### config.mk
export PLATFORM = sky130hd
export DESIGN_NAME = bf_program_loader
export DESIGN_NICKNAME = d
export VERILOG_FILES = /design/src/rtl/bf_program_loader.sv
export SDC_FILE = /design/constraint.sdc
export NUM_CORES = 1
export LEC_CHECK = 0
export CAP_MARGIN = 20
export CORE_ASPECT_RATIO = 1.75
export CORE_MARGIN = 3
export CORE_UTILIZATION = 39
export DETAILED_ROUTE_END_ITERATION = 12
export GPL_ROUTABILITY_DRIVEN = 0
export PLACE_DENSITY = 0.64
export SKIP_CTS_REPAIR_TIMING = 1
export SYNTH_ARGS = -nofsm -noshare
export SYNTH_HDL_FRONTEND = slang
export SYNTH_SLANG_ARGS = --single-unit
### constraint.sdc
create_clock -name clk -period 10.79 [get_ports clk]
set_clock_uncertainty 0.2 [all_clocks]
set_input_delay 2.158 -clock clk [delete_from_list [all_inputs] [get_ports clk]]
set_output_delay 2.158 -clock clk [all_outputs]
set_load 0.02 [all_outputs]
### src/rtl/bf_program_loader.sv
// bf_program_loader: encodes a streamed Brainfuck source into 4-bit opcodes in program memory; BF_LOADER_STRICT_EN rejects stray characters
module bf_program_loader #(
    parameter int AW = 8,
    parameter int DW = 6
) (
    input  logic          clk,
    input  logic          reset,
    input  logic          start,
    input  logic          ch_valid,
    input  logic [7:0]    ch_data,
    output logic          ch_ready,
    output logic [AW-1:0] PAddr,
    output logic [3:0]    PData,
    output logic          PWe,
    output logic          busy,
    output logic          done,
    output logic          error,
    output logic [2:0]    err_code,
    output logic [AW:0]   prog_len
);
    localparam logic [2:0] IDLE = 3'd0, ACCEPT = 3'd1, WRITE = 3'd2, TERM = 3'd3, DONE = 3'd4, ERR = 3'd5;
    logic [2:0]    state;
    logic [AW-1:0] waddr;
    logic [DW-1:0] depth;
    logic [7:0]    ch_q;
    logic [2:0]    op, wr_err, err_now;
    logic          is_cmd, is_term, is_open, is_close, stray, wr_ok;
    // decode the captured character and resolve which abort, if any, it triggers
    always_comb begin
        op = 3'd0;
        is_cmd = 1'b1;
        case (ch_q)
            8'h3C: op = 3'd0;
            8'h3E: op = 3'd1;
            8'h2B: op = 3'd2;
            8'h2D: op = 3'd3;
            8'h5B: op = 3'd4;
            8'h5D: op = 3'd5;
            8'h2E: op = 3'd6;
            8'h2C: op = 3'd7;
            default: is_cmd = 1'b0;
        endcase
        is_term = ch_q == 8'h00 || ch_q == 8'h21;
        is_open = ch_q == 8'h5B;
        is_close = ch_q == 8'h5D;
`ifdef BF_LOADER_STRICT_EN
        stray = !is_cmd && !is_term && !(ch_q == 8'h20 || ch_q == 8'h0D || ch_q == 8'h0A);
`else
        stray = 1'b0;
`endif
        wr_err = (is_close && depth == '0) ? 3'd1 : (&waddr) ? 3'd3 : (is_open && &depth) ? 3'd4 : 3'd0;
        err_now = is_cmd ? wr_err : stray ? 3'd5 : 3'd0;
        wr_ok = state == WRITE && is_cmd && err_now == 3'd0;
    end
    assign ch_ready = state == ACCEPT;
    assign busy     = state == ACCEPT || state == WRITE || state == TERM;
    assign done     = state == DONE;
    assign error    = state == ERR;
    assign PWe      = wr_ok || (state == TERM && depth == '0);
    assign PAddr    = waddr;
    assign PData    = !PWe ? 4'h0 : state == TERM ? 4'hF : {1'b0, op};
    // load sequencing: accept, decode/write, then terminate with stop or abort
    always_ff @(posedge clk or negedge reset) begin
        if (!reset) begin
            state <= IDLE;
            waddr <= '0;
            depth <= '0;
            ch_q <= 8'h00;
            err_code <= 3'd0;
            prog_len <= '0;
        end else if (start && !busy) begin
            state <= ACCEPT;
            waddr <= '0;
            depth <= '0;
            err_code <= 3'd0;
            prog_len <= '0;
        end else begin
            case (state)
                ACCEPT: if (ch_valid) begin
                    ch_q <= ch_data;
                    state <= WRITE;
                end
                WRITE: if (is_term) begin
                    state <= TERM;
                end else if (err_now != 3'd0) begin
                    err_code <= err_now;
                    state <= ERR;
                end else begin
                    state <= ACCEPT;
                    if (wr_ok) waddr <= waddr + 1'b1;
                    if (wr_ok && is_open) depth <= depth + 1'b1;
                    else if (wr_ok && is_close) depth <= depth - 1'b1;
                end
                TERM: if (depth == '0) begin
                    prog_len <= {1'b0, waddr} + 1'b1;
                    state <= DONE;
                end else begin
                    err_code <= 3'd2;
                    state <= ERR;
                end
                default: ;
            endcase
        end
    end
endmodule

Routing congestion:
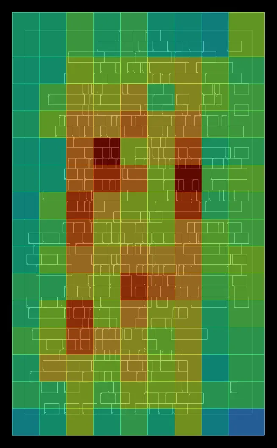
Global Route Usage Sum: 17.3%
utilization after layout: 50.7%
GR Util met2: 30.4%

Signal wires by layer:
Two of the layers only.
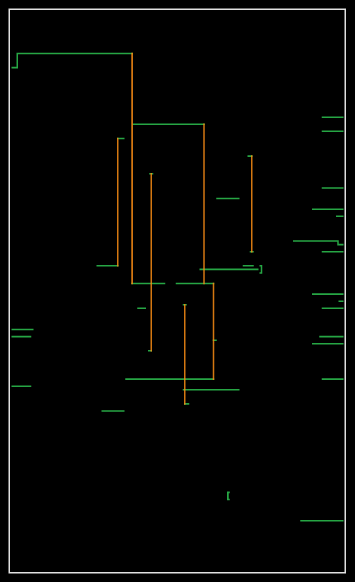
legend:
  orange:
    layer: metal 4
    wire_length: 189 microns
  green:
    layer: metal 3
    wire_length: 190 microns
DR vias: 1,976
WL/cell: 15.0 microns
Total Wirelength: 5.41 mm

Pin placement:
Pins as bars across the die edge, other pins in gray.
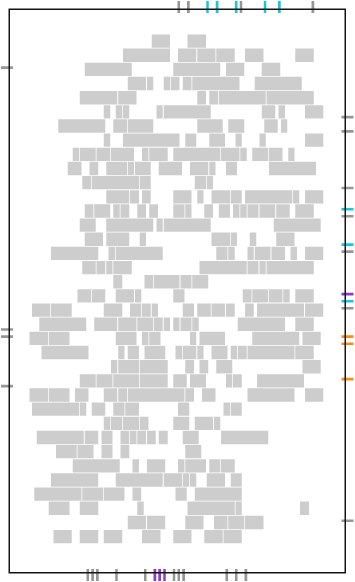
legend:
  cyan:
    port: PAddr
    pins: 8
    direction: output
    edge: 5 north, 3 east
  purple:
    port: PData
    pins: 4
    direction: output
    edge: 3 south, 1 east
  orange:
    port: err_code
    pins: 3
    direction: output
    edge: east

## cell families (layout without fill, tap and decap cells)
family | Yosys count | in the layout | share of synthesized area [%]
xor+xnor | 11 | 11 | 4.16
buf+inv | 26 | 60 | 4.64
fa+ha+maj | 6 | 6 | 3.56
mux | 13 | 13 | 6.10
compound gates | 68 | 68 | 21.2
simple gates | 90 | 90 | 20.4
flops | 37 | 37 | 40.0
## worst paths after layout
kind,to,slack [ns],depth (start not counted)
max reg2reg,depth[5]$_DFFE_PN0P_,6.77,10
max,PData[0],5.19,6
min in group asynchronous,depth[4]$_DFFE_PN0P_,1.77,1
max in group asynchronous,prog_len[4]$_DFFE_PN0P_,8.11,1
min,prog_len[0]$_DFFE_PN0P_,0.31,2
min reg2reg,prog_len[0]$_DFFE_PN0P_,0.31,2
==> impl_metrics.env <==
# physical design summary
export IMPL_worstSetupEndpointType="primary output"
export IMPL_power_leader="combinational cells"
export IMPL_inverters=12
export IMPL_status="complete, no violations"
export IMPL_port_buffers=40
export IMPL_clock_sinks=37
export IMPL_drtIter0Drc=95
export IMPL_p_comb_uw=271
export IMPL_grt_use_met3_pct=3.33
export IMPL_grt_busiest_layer="met2"
export IMPL_synth_seq_cells=37
export IMPL_required_ns=8.43
export IMPL_yosys_warnings=0
export IMPL_dpl_cell_area_sq_um=2750
export IMPL_ios=41
export IMPL_synth_area_top_cells="dfrtp_1 40%, mux2_2 4.4%, nand2_1 4.0%, nor2_1 3.6%, xnor2_1 3.4%"
export IMPL_worst_path_buf_inv=2
export IMPL_final_antenna_net_count=0
export IMPL_combGateArea_sq_um=1280
export IMPL_holdCritStartpoint="prog_len[0]$_DFFE_PN0P_"
export IMPL_startpoint="state[1]$_DFFE_PN0P_"
export IMPL_syn_area_per_cell_sq_um=9.23
export IMPL_grt_remaining_overflow=0
export IMPL_wl_met3_microns=189
export IMPL_synth_nets=269
export IMPL_p_seq_share_pct=35.1
export IMPL_clockRootBuffer="clkbuf_8"
export IMPL_tightest_slew_ns=0.831
export IMPL_grt_pass1_wl_mm=9.42
export IMPL_nNetsFinal=302
export IMPL_largest_area_cell="dfrtp_1"
export IMPL_grt_pass1_vias=2006
export IMPL_seq_share_pct=32.2
export IMPL_setup_slack_ns=5.19
export IMPL_synth_seq_share_pct=40.0
export IMPL_ctsHtreeMaxLevel=2
export IMPL_mostFrequentLayoutCell="clkdlybuf4s50_1"
export IMPL_final_cell_mix="39 x clkdlybuf4s50_1, 37 x dfrtp_1, 25 x nand2_1, 22 x nor2_1, 13 x o21ai_0"
export IMPL_crit_arrival_ns=3.24
export IMPL_power_uw=637
export IMPL_drt_pass1_iterations=4
export IMPL_drcViolationCount=0
export IMPL_diodes=0
export IMPL_dpl_hpwl_mm=4.10
export IMPL_comb_cells=188
export IMPL_async_reset_ff_share_pct=100
export IMPL_synth_chip_area_sq_um=2320
export IMPL_ir_worst_vdd_v=0.000136
export IMPL_preCtsSetupSlack_ns=5.52
export IMPL_pg_seq_uw=223
export IMPL_cp_top_family="simple AND/OR/NAND/NOR gates"
export IMPL_area_growth_pct=24.2
export IMPL_swShare_pct=38.9
export IMPL_placed_cells=353
export IMPL_fin_crit_ns=5.60
export IMPL_p_sw_uw=247
export IMPL_fin_setup_tns_ns=0
export IMPL_sh_comb_area_pct=44.6
export IMPL_r2r_start="state[1]$_DFFE_PN0P_"
export IMPL_cts_buffers=5
export IMPL_worstSkewPairLatency_ns=0.29
export IMPL_drv_slew=0
export IMPL_cts_tree="done"
export IMPL_startpoint_type="register"
export IMPL_n_tap_cell=76
export IMPL_finalSetupViolations=0
export IMPL_flop_count=37
export IMPL_top_layer="met4"
export IMPL_largest_reg_flops=9
export IMPL_chip_area_sq_um=6940
export IMPL_relSlewSlack_pct=44.6
export IMPL_powerClk_uw=143
export IMPL_fin_crit_sh_pct=51.9
export IMPL_buffers_excl_clock=40
export IMPL_use_met1_pct=19.3
export IMPL_warnings=26
export IMPL_synth_most_common_cell="dfrtp_1"
export IMPL_flop_cell="dfrtp_1"
export IMPL_vias_per_cell=5.47
export IMPL_synth_cell_types=56
export IMPL_maxCapViolations=0
export IMPL_worst_setup_path_type="register to primary output"
export IMPL_fillCellCount=553
export IMPL_cts_clk_slew_worst_paths_ns=0.08
export IMPL_fp_utilization_pct=40.8
export IMPL_core_area_sq_um=5680
export IMPL_fmax_ghz=0.179
export IMPL_antenna_found_initial=0
export IMPL_p_leak_uw=0.00125
